==> images/m2.png <==
(3 px per um)
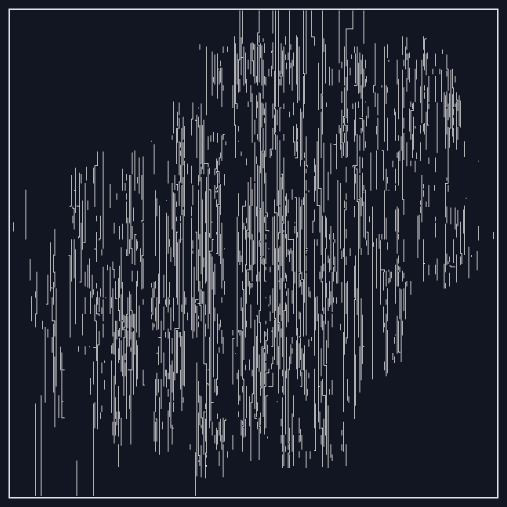
==> images/placed.png <==
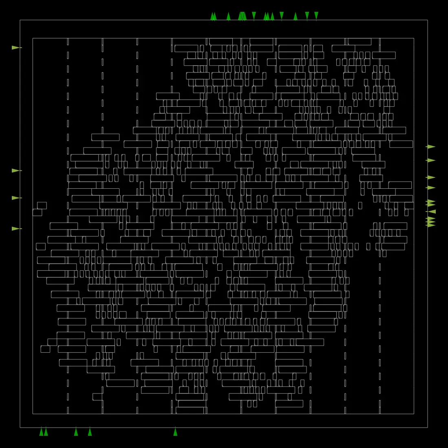
==> config.mk <==
export PLATFORM = sky130hd
export DESIGN_NAME = mp3_stream_feeder
export DESIGN_NICKNAME = d
export VERILOG_FILES = /design/src/rtl/mp3_stream_feeder.sv
export SDC_FILE = /design/constraint.sdc
export NUM_CORES = 1
export LEC_CHECK = 0
export ABC_AREA = 1
export CAP_MARGIN = 10
export CELL_PAD_IN_SITES_DETAIL_PLACEMENT = 1
export CELL_PAD_IN_SITES_GLOBAL_PLACEMENT = 1
export CORE_MARGIN = 5
export CORE_UTILIZATION = 32
export DETAILED_ROUTE_END_ITERATION = 10
export DONT_BUFFER_PORTS = 1
export PLACE_DENSITY = 0.62
export SLEW_MARGIN = 20
export SYNTH_ARGS = -nofsm -noshare
export SYNTH_HDL_FRONTEND = slang
export SYNTH_SLANG_ARGS = --single-unit
==> constraint.sdc <==
create_clock -name cpu_clock -period 3.04 [get_ports cpu_clock]
set_clock_uncertainty 0.05 [all_clocks]
set_input_delay 0.304 -clock cpu_clock [delete_from_list [all_inputs] [get_ports cpu_clock]]
set_output_delay 0.304 -clock cpu_clock [all_outputs]
set_load 0.01 [all_outputs]
==> impl_metrics.toml <==
# implementation run metrics
[status]
status = "finished, final reports clean"

[global_routing]
overflow = 0
met1_usage = 0.207
busiest_layer = "met2"

[sta]
holdWs_ps = 32.9
final-hold-violation-count = 0
tightest_slew_ps = 929
fin_crit_ps = 2530

[final_layout]
lay_top_cells = "nand2_1 (284), edfxtp_1 (128), nand3_1 (77)"
largest_reg_flops = 128
stdcell_area_um2 = 8440
comb_area_um2 = 2260
inverters_excl_clock = 67

[worst_setup_path]
rr_worst_depth = 14
slowest_delay_ps = 470

[routing]
drc = 0

[power]
clkPwrFrac = 0.361
seqPwrFrac = 0.463
p_seq_mw = 2.76

[synthesis]
ys_sh_adder = 0.0246
area_leaders = "edfxtp_1 (52%), nand2_1 (14%), dfrtp_1 (13%), nand3_1 (5.2%), inv_1 (2.9%)"

[clock_tree]
htree_levels = 4

[placed_design]
gp_congestion = 0.845

[run]
cap_violations = 0
tool_warnings = 32
Back to the opening pictures, m2.png:
main direction: vertical
share of all routed wire: 50%
nets with wire on the layer: 638
wire length on this layer: 9,880 um
longest straight run: 58.5 um
GR Util met2: 0.261
Vias: 5,103
Post-Route WL: 19,800 um

Back to the opening pictures, placed.png:
flip-flops: 166
fin cells: 1,057

